File: src/rtl/gtx_reset_seq.sv
// Reset sequencer for a GTXE2 channel and its user-clock PLL (gtrefclk domain).
// Orders cpllreset/txreset/rxreset, gates tx/rxuserrdy, supervises lock and
// resetdone with timeouts and bounded retries, and services OOB RX resets.
module gtx_reset_seq #(
  parameter int unsigned CPLLRST_LEN  = 8,
  parameter int unsigned LOCK_TIMEOUT = 4096,
  parameter int unsigned TXPMA_WAIT   = 1,
  parameter int unsigned RXEYE_WAIT   = 35,
  parameter int unsigned DONE_TIMEOUT = 2048,
  parameter int unsigned RXRST_LEN    = 8,
  parameter int unsigned MAX_RETRY    = 3
) (
  input  logic       gtrefclk,
  input  logic       extrst,
  input  logic       cplllock,
  input  logic       usrpll_locked,
  input  logic       txresetdone,
  input  logic       rxresetdone,
  input  logic       rxreset_req,
  output logic       cpllreset,
  output logic       txreset,
  output logic       rxreset,
  output logic       txuserrdy,
  output logic       rxuserrdy,
  output logic       gtx_ready,
  output logic       rxreset_ack,
  output logic       fail,
  output logic [1:0] retry_cnt,
  output logic [2:0] state_dbg
);

  localparam int unsigned MAX_A = (LOCK_TIMEOUT > DONE_TIMEOUT) ? LOCK_TIMEOUT : DONE_TIMEOUT;
  localparam int unsigned MAX_B = (CPLLRST_LEN > RXRST_LEN) ? CPLLRST_LEN : RXRST_LEN;
  localparam int unsigned MAX_C = (MAX_A > MAX_B) ? MAX_A : MAX_B;
  localparam int unsigned MAX_D = (MAX_C > RXEYE_WAIT + 1) ? MAX_C : RXEYE_WAIT + 1;
  localparam int unsigned CW    = $clog2(MAX_D + 1);

  localparam logic [2:0] ST_CPLL_RST  = 3'd0;
  localparam logic [2:0] ST_WAIT_LOCK = 3'd1;
  localparam logic [2:0] ST_RELEASE   = 3'd2;
  localparam logic [2:0] ST_WAIT_DONE = 3'd3;
  localparam logic [2:0] ST_READY     = 3'd4;
  localparam logic [2:0] ST_RX_RST    = 3'd5;
  localparam logic [2:0] ST_FAIL      = 3'd6;

  // True in the last cycle of a len-cycle interval counted from cnt == 0.
  function automatic logic at_last(input logic [CW-1:0] c, input int unsigned len);
    return (32'(c) + 32'd1) >= len;
  endfunction

  logic [4:0]    async_in;
  logic [4:0]    sync1;
  logic [4:0]    sync2;
  logic          s_cplllock;
  logic          s_usrpll_locked;
  logic          s_txresetdone;
  logic          s_rxresetdone;
  logic          s_rxreset_req;
  logic          req_prev;

  logic [2:0]    state;
  logic [2:0]    state_nxt;
  logic [CW-1:0] cnt;
  logic [CW-1:0] cnt_nxt;
  logic          do_retry;
  logic          cpllreset_nxt;
  logic          txreset_nxt;
  logic          rxreset_nxt;
  logic          txuserrdy_nxt;
  logic          rxuserrdy_nxt;
  logic          gtx_ready_nxt;
  logic          rxreset_ack_nxt;
  logic          fail_nxt;
  logic [1:0]    retry_cnt_nxt;

  assign async_in        = {cplllock, usrpll_locked, txresetdone, rxresetdone, rxreset_req};
  assign s_cplllock      = sync2[4];
  assign s_usrpll_locked = sync2[3];
  assign s_txresetdone   = sync2[2];
  assign s_rxresetdone   = sync2[1];
  assign s_rxreset_req   = sync2[0];
  assign state_dbg       = state;

  // Two-flop synchronisers plus the previous request level for edge detection.
  always_ff @(posedge gtrefclk or posedge extrst) begin
    if (extrst) begin
      sync1    <= '0;
      sync2    <= '0;
      req_prev <= 1'b0;
    end else begin
      sync1    <= async_in;
      sync2    <= sync1;
      req_prev <= s_rxreset_req;
    end
  end

  // State, counter and registered outputs.
  always_ff @(posedge gtrefclk or posedge extrst) begin
    if (extrst) begin
      state       <= ST_CPLL_RST;
      cnt         <= '0;
      cpllreset   <= 1'b1;
      txreset     <= 1'b1;
      rxreset     <= 1'b1;
      txuserrdy   <= 1'b0;
      rxuserrdy   <= 1'b0;
      gtx_ready   <= 1'b0;
      rxreset_ack <= 1'b0;
      fail        <= 1'b0;
      retry_cnt   <= 2'd0;
    end else begin
      state       <= state_nxt;
      cnt         <= cnt_nxt;
      cpllreset   <= cpllreset_nxt;
      txreset     <= txreset_nxt;
      rxreset     <= rxreset_nxt;
      txuserrdy   <= txuserrdy_nxt;
      rxuserrdy   <= rxuserrdy_nxt;
      gtx_ready   <= gtx_ready_nxt;
      rxreset_ack <= rxreset_ack_nxt;
      fail        <= fail_nxt;
      retry_cnt   <= retry_cnt_nxt;
    end
  end

  // Next state and next output values; outputs change on state entry or sub-phase steps.
  always_comb begin
    state_nxt       = state;
    cnt_nxt         = (cnt == '1) ? cnt : cnt + CW'(1);
    do_retry        = 1'b0;
    cpllreset_nxt   = cpllreset;
    txreset_nxt     = txreset;
    rxreset_nxt     = rxreset;
    txuserrdy_nxt   = txuserrdy;
    rxuserrdy_nxt   = rxuserrdy;
    gtx_ready_nxt   = gtx_ready;
    rxreset_ack_nxt = 1'b0;
    fail_nxt        = fail;
    retry_cnt_nxt   = retry_cnt;

    case (state)
      ST_CPLL_RST: begin
        if (at_last(cnt, CPLLRST_LEN)) state_nxt = ST_WAIT_LOCK;
      end
      ST_WAIT_LOCK: begin
        if (at_last(cnt, LOCK_TIMEOUT)) do_retry = 1'b1;
        else if (s_cplllock)            state_nxt = ST_RELEASE;
      end
      ST_RELEASE: begin
        if (cnt >= CW'(RXEYE_WAIT)) cnt_nxt = cnt;
        if (!s_cplllock) begin
          state_nxt = ST_CPLL_RST;
        end else begin
          if (s_usrpll_locked && (cnt >= CW'(TXPMA_WAIT))) txuserrdy_nxt = 1'b1;
          if (s_usrpll_locked && (cnt >= CW'(RXEYE_WAIT))) rxuserrdy_nxt = 1'b1;
          if (txuserrdy_nxt && rxuserrdy_nxt) state_nxt = ST_WAIT_DONE;
        end
      end
      ST_WAIT_DONE: begin
        if (!s_cplllock)                           state_nxt = ST_CPLL_RST;
        else if (at_last(cnt, DONE_TIMEOUT))       do_retry  = 1'b1;
        else if (s_txresetdone && s_rxresetdone)   state_nxt = ST_READY;
      end
      ST_READY: begin
        if (!s_cplllock)                           state_nxt = ST_CPLL_RST;
        else if (!s_usrpll_locked)                 state_nxt = ST_RELEASE;
        else if (s_rxreset_req && !req_prev)       state_nxt = ST_RX_RST;
      end
      ST_RX_RST: begin
        if (!s_cplllock) begin
          state_nxt = ST_CPLL_RST;
        end else if (!s_usrpll_locked) begin
          state_nxt = ST_RELEASE;
        end else if (rxreset) begin
          if (at_last(cnt, RXRST_LEN)) begin
            rxreset_nxt = 1'b0;
            cnt_nxt     = '0;
          end
        end else if (!rxuserrdy) begin
          if (at_last(cnt, RXEYE_WAIT)) begin
            rxuserrdy_nxt = 1'b1;
            cnt_nxt       = '0;
          end
        end else if (at_last(cnt, DONE_TIMEOUT)) begin
          do_retry = 1'b1;
        end else if (s_rxresetdone) begin
          state_nxt       = ST_READY;
          rxreset_ack_nxt = 1'b1;
        end
      end
      ST_FAIL: begin
        state_nxt = ST_FAIL;
      end
      default: begin
        state_nxt = ST_CPLL_RST;
      end
    endcase

    // Failed attempt: count it and either restart or give up.
    if (do_retry) begin
      retry_cnt_nxt = retry_cnt + 2'd1;
      state_nxt     = ((32'(retry_cnt) + 32'd1) >= MAX_RETRY) ? ST_FAIL : ST_CPLL_RST;
    end

    // Entry actions for the state being entered.
    if (state_nxt != state) begin
      cnt_nxt = '0;
      case (state_nxt)
        ST_CPLL_RST: begin
          cpllreset_nxt = 1'b1;
          txreset_nxt   = 1'b1;
          rxreset_nxt   = 1'b1;
          txuserrdy_nxt = 1'b0;
          rxuserrdy_nxt = 1'b0;
          gtx_ready_nxt = 1'b0;
        end
        ST_WAIT_LOCK: begin
          cpllreset_nxt = 1'b0;
        end
        ST_RELEASE: begin
          cpllreset_nxt = 1'b0;
          txreset_nxt   = 1'b0;
          rxreset_nxt   = 1'b0;
          txuserrdy_nxt = 1'b0;
          rxuserrdy_nxt = 1'b0;
          gtx_ready_nxt = 1'b0;
        end
        ST_READY: begin
          gtx_ready_nxt = 1'b1;
          retry_cnt_nxt = 2'd0;
        end
        ST_RX_RST: begin
          rxreset_nxt   = 1'b1;
          rxuserrdy_nxt = 1'b0;
          gtx_ready_nxt = 1'b0;
        end
        ST_FAIL: begin
          cpllreset_nxt = 1'b0;
          txreset_nxt   = 1'b1;
          rxreset_nxt   = 1'b1;
          txuserrdy_nxt = 1'b0;
          rxuserrdy_nxt = 1'b0;
          gtx_ready_nxt = 1'b0;
          fail_nxt      = 1'b1;
        end
        default: ;
      endcase
    end
  end

endmodule
File: config.mk
export PLATFORM = sky130hd
export DESIGN_NAME = gtx_reset_seq
export DESIGN_NICKNAME = d
export VERILOG_FILES = /design/src/rtl/gtx_reset_seq.sv
export SDC_FILE = /design/constraint.sdc
export NUM_CORES = 1
export LEC_CHECK = 0
export CAP_MARGIN = 0
export CELL_PAD_IN_SITES_DETAIL_PLACEMENT = 0
export CELL_PAD_IN_SITES_GLOBAL_PLACEMENT = 2
export CORE_ASPECT_RATIO = 0.5
export CORE_UTILIZATION = 38
export CTS_BUF_LIST = sky130_fd_sc_hd__clkbuf_4 sky130_fd_sc_hd__clkbuf_8
export CTS_CLUSTER_DIAMETER = 100
export DETAILED_ROUTE_END_ITERATION = 12
export PLACE_DENSITY_LB_ADDON = 0.1
export SETUP_SLACK_MARGIN = 0.02
export SLEW_MARGIN = 20
export SYNTH_ARGS = -nofsm -noshare
export SYNTH_HDL_FRONTEND = slang
export SYNTH_SLANG_ARGS = --single-unit
File: constraint.sdc
create_clock -name gtrefclk -period 3.8 [get_ports gtrefclk]
set_clock_uncertainty 0.05 [all_clocks]
set_input_delay 1.14 -clock gtrefclk [delete_from_list [all_inputs] [get_ports gtrefclk]]
set_output_delay 1.14 -clock gtrefclk [all_outputs]
set_load 0.05 [all_outputs]
==> Flow_metrics.wiki <==
== Implementation results ==
{| class="wikitable"
! Metric !! Value
|-
| Crit path launch || cnt[0]
|-
| Number of DRC markers after the initial detailed-route iteration || between 150 and 200
|-
| Cell-internal power || 822 µW
|-
| Hold Violations, Final || 0
|-
| Initial Util || 40.9%
|-
| Tool warnings || 29
|-
| Final Worst Setup Slack || around 0.36 ns
|-
| Crit path cell chain || ha_2, nand2_1, or4_4, o2111ai_2, a21boi_1, a2111oi_4, nor4b_4, nand2_2, a311oi_2
|-
| Number of buffers inserted by post-CTS setup repair || 0
|-
| Cell count of the worst reg-to-reg path || 9
|-
| Maximum ir drop on the vdd rail || between 200 and 250 µV
|-
| Wire length of the first global-routing pass || around 12 mm
|-
| Maximum level of the CTS H-tree || 2
|-
| Portion of total power attributed to the clock network || 19.6%
|-
| Met1 Resource Use GR || around 33%
|-
| Number of antenna-violating nets in the routed design || 0
|-
| Non-filler cells, final || between 300 and 400
|-
| Result of the run || complete, no violations
|-
| Maximum number of pins on one net before global-route repair || 38
|-
| Synthesized netlist cell count || about 290
|-
| Yosys synthesis chip area || 2570 µm²
|-
| Core ar. || around 6300 µm²
|-
| Worst-path maximum fanout || 11
|-
| Number of buffers created by CTS || 5
|-
| Hold path cells || 0
|-
| Area of all sequential standard cells || roughly 930 µm²
|-
| Instance area after placement || 2850 µm²
|-
| Max transition margin || 59.3%
|-
| Logic area || about 1500 µm²
|-
| Share of final-layout standard cells stronger than drive strength 1 || between 10% and 20%
|-
| Largest registers || cnt x13, sync1 x5, sync2 x5
|-
| Final non-filler cell area || approximately 3000 µm²
|-
| Post-layout nets || roughly 320
|-
| Max-slew violation total from the final report || 0
|-
| Cell resize tally after clock tree synthesis || 0
|-
| Die Height || between 60 and 70 µm
|-
| Arrival time of the worst setup path || 3.60 ns
|}
[cells in the mapped netlist, drive strengths merged (6+ instances only)]
cell	instances	share of area, %
a31oi	10	2.4
and2	6	1.5
nand2	26	3.9
nor2	22	3.2
dfrtp	34	33
o21ai	10	1.9
or3	6	1.5
nand4	10	3.0
buf	9	2.0
and3	10	2.4
nand3	13	2.7
nor3b	7	2.4
a211oi	7	2.6
clkbuf	8	1.2
inv	10	1.5
nor3	9	1.9
a21oi	17	3.6
[final cells by class]
type | count | area share (%)
Timing Repair Buffer | 29 | 8.97
Multi-Input combinational cell | 226 | 51.5
Tap cell | 88 | 3.72
Sequential cell | 37 | 31.4
Inverter | 10 | 1.27
Clock inverter | 3 | 0.762
Clock buffer | 5 | 2.33
==> images/met1.png <==
The bar under the picture is 20 µm long. Cells faint in the background.
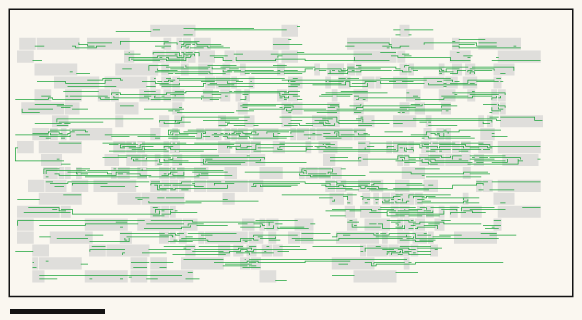
The layer holds 53% of the routed length. The longest straight run is 37.3 µm. 299 nets have wire on it.

==> images/met2.png <==
The bar under the picture is 20 µm long. Cells faint in the background.
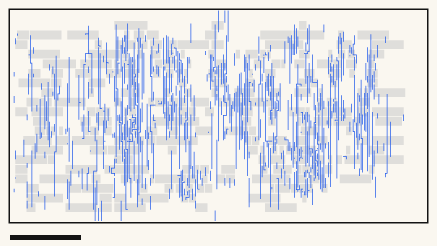
The layer holds 41% of the routed length. 268 nets have wire on it. The wires run mostly vertical. The layer carries 3,000 µm of wire. The longest straight run is 32.0 µm.

==> images/met3.png <==
The bar under the picture is 20 µm long. Cells faint in the background.
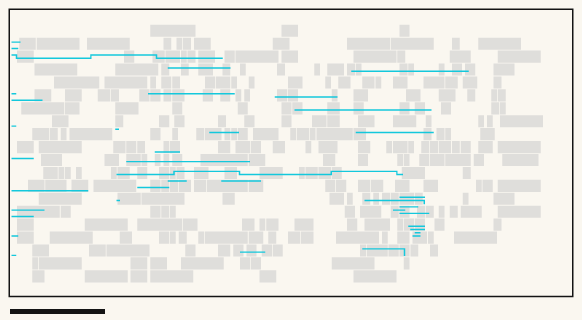
The longest straight run is 28.5 µm. The layer carries 374 µm of wire.

==> images/pins.png <==
The bar under the picture is 20 µm long. Pins as bars across the die edge, other pins in grey.
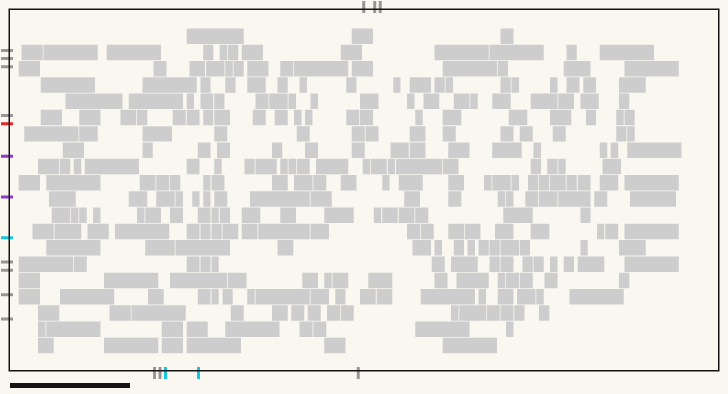
gtx_ready: drawn in red, pins 1, direction output, edge west. state_dbg: drawn in cyan, pins 3, direction output, edge 2 south, 1 west. retry_cnt: drawn in purple, pins 2, direction output, edge west.
All pins by edge: 12 west, 5 south, 3 north.

Power figures rest on the tool's default switching activity, not on a simulated workload.
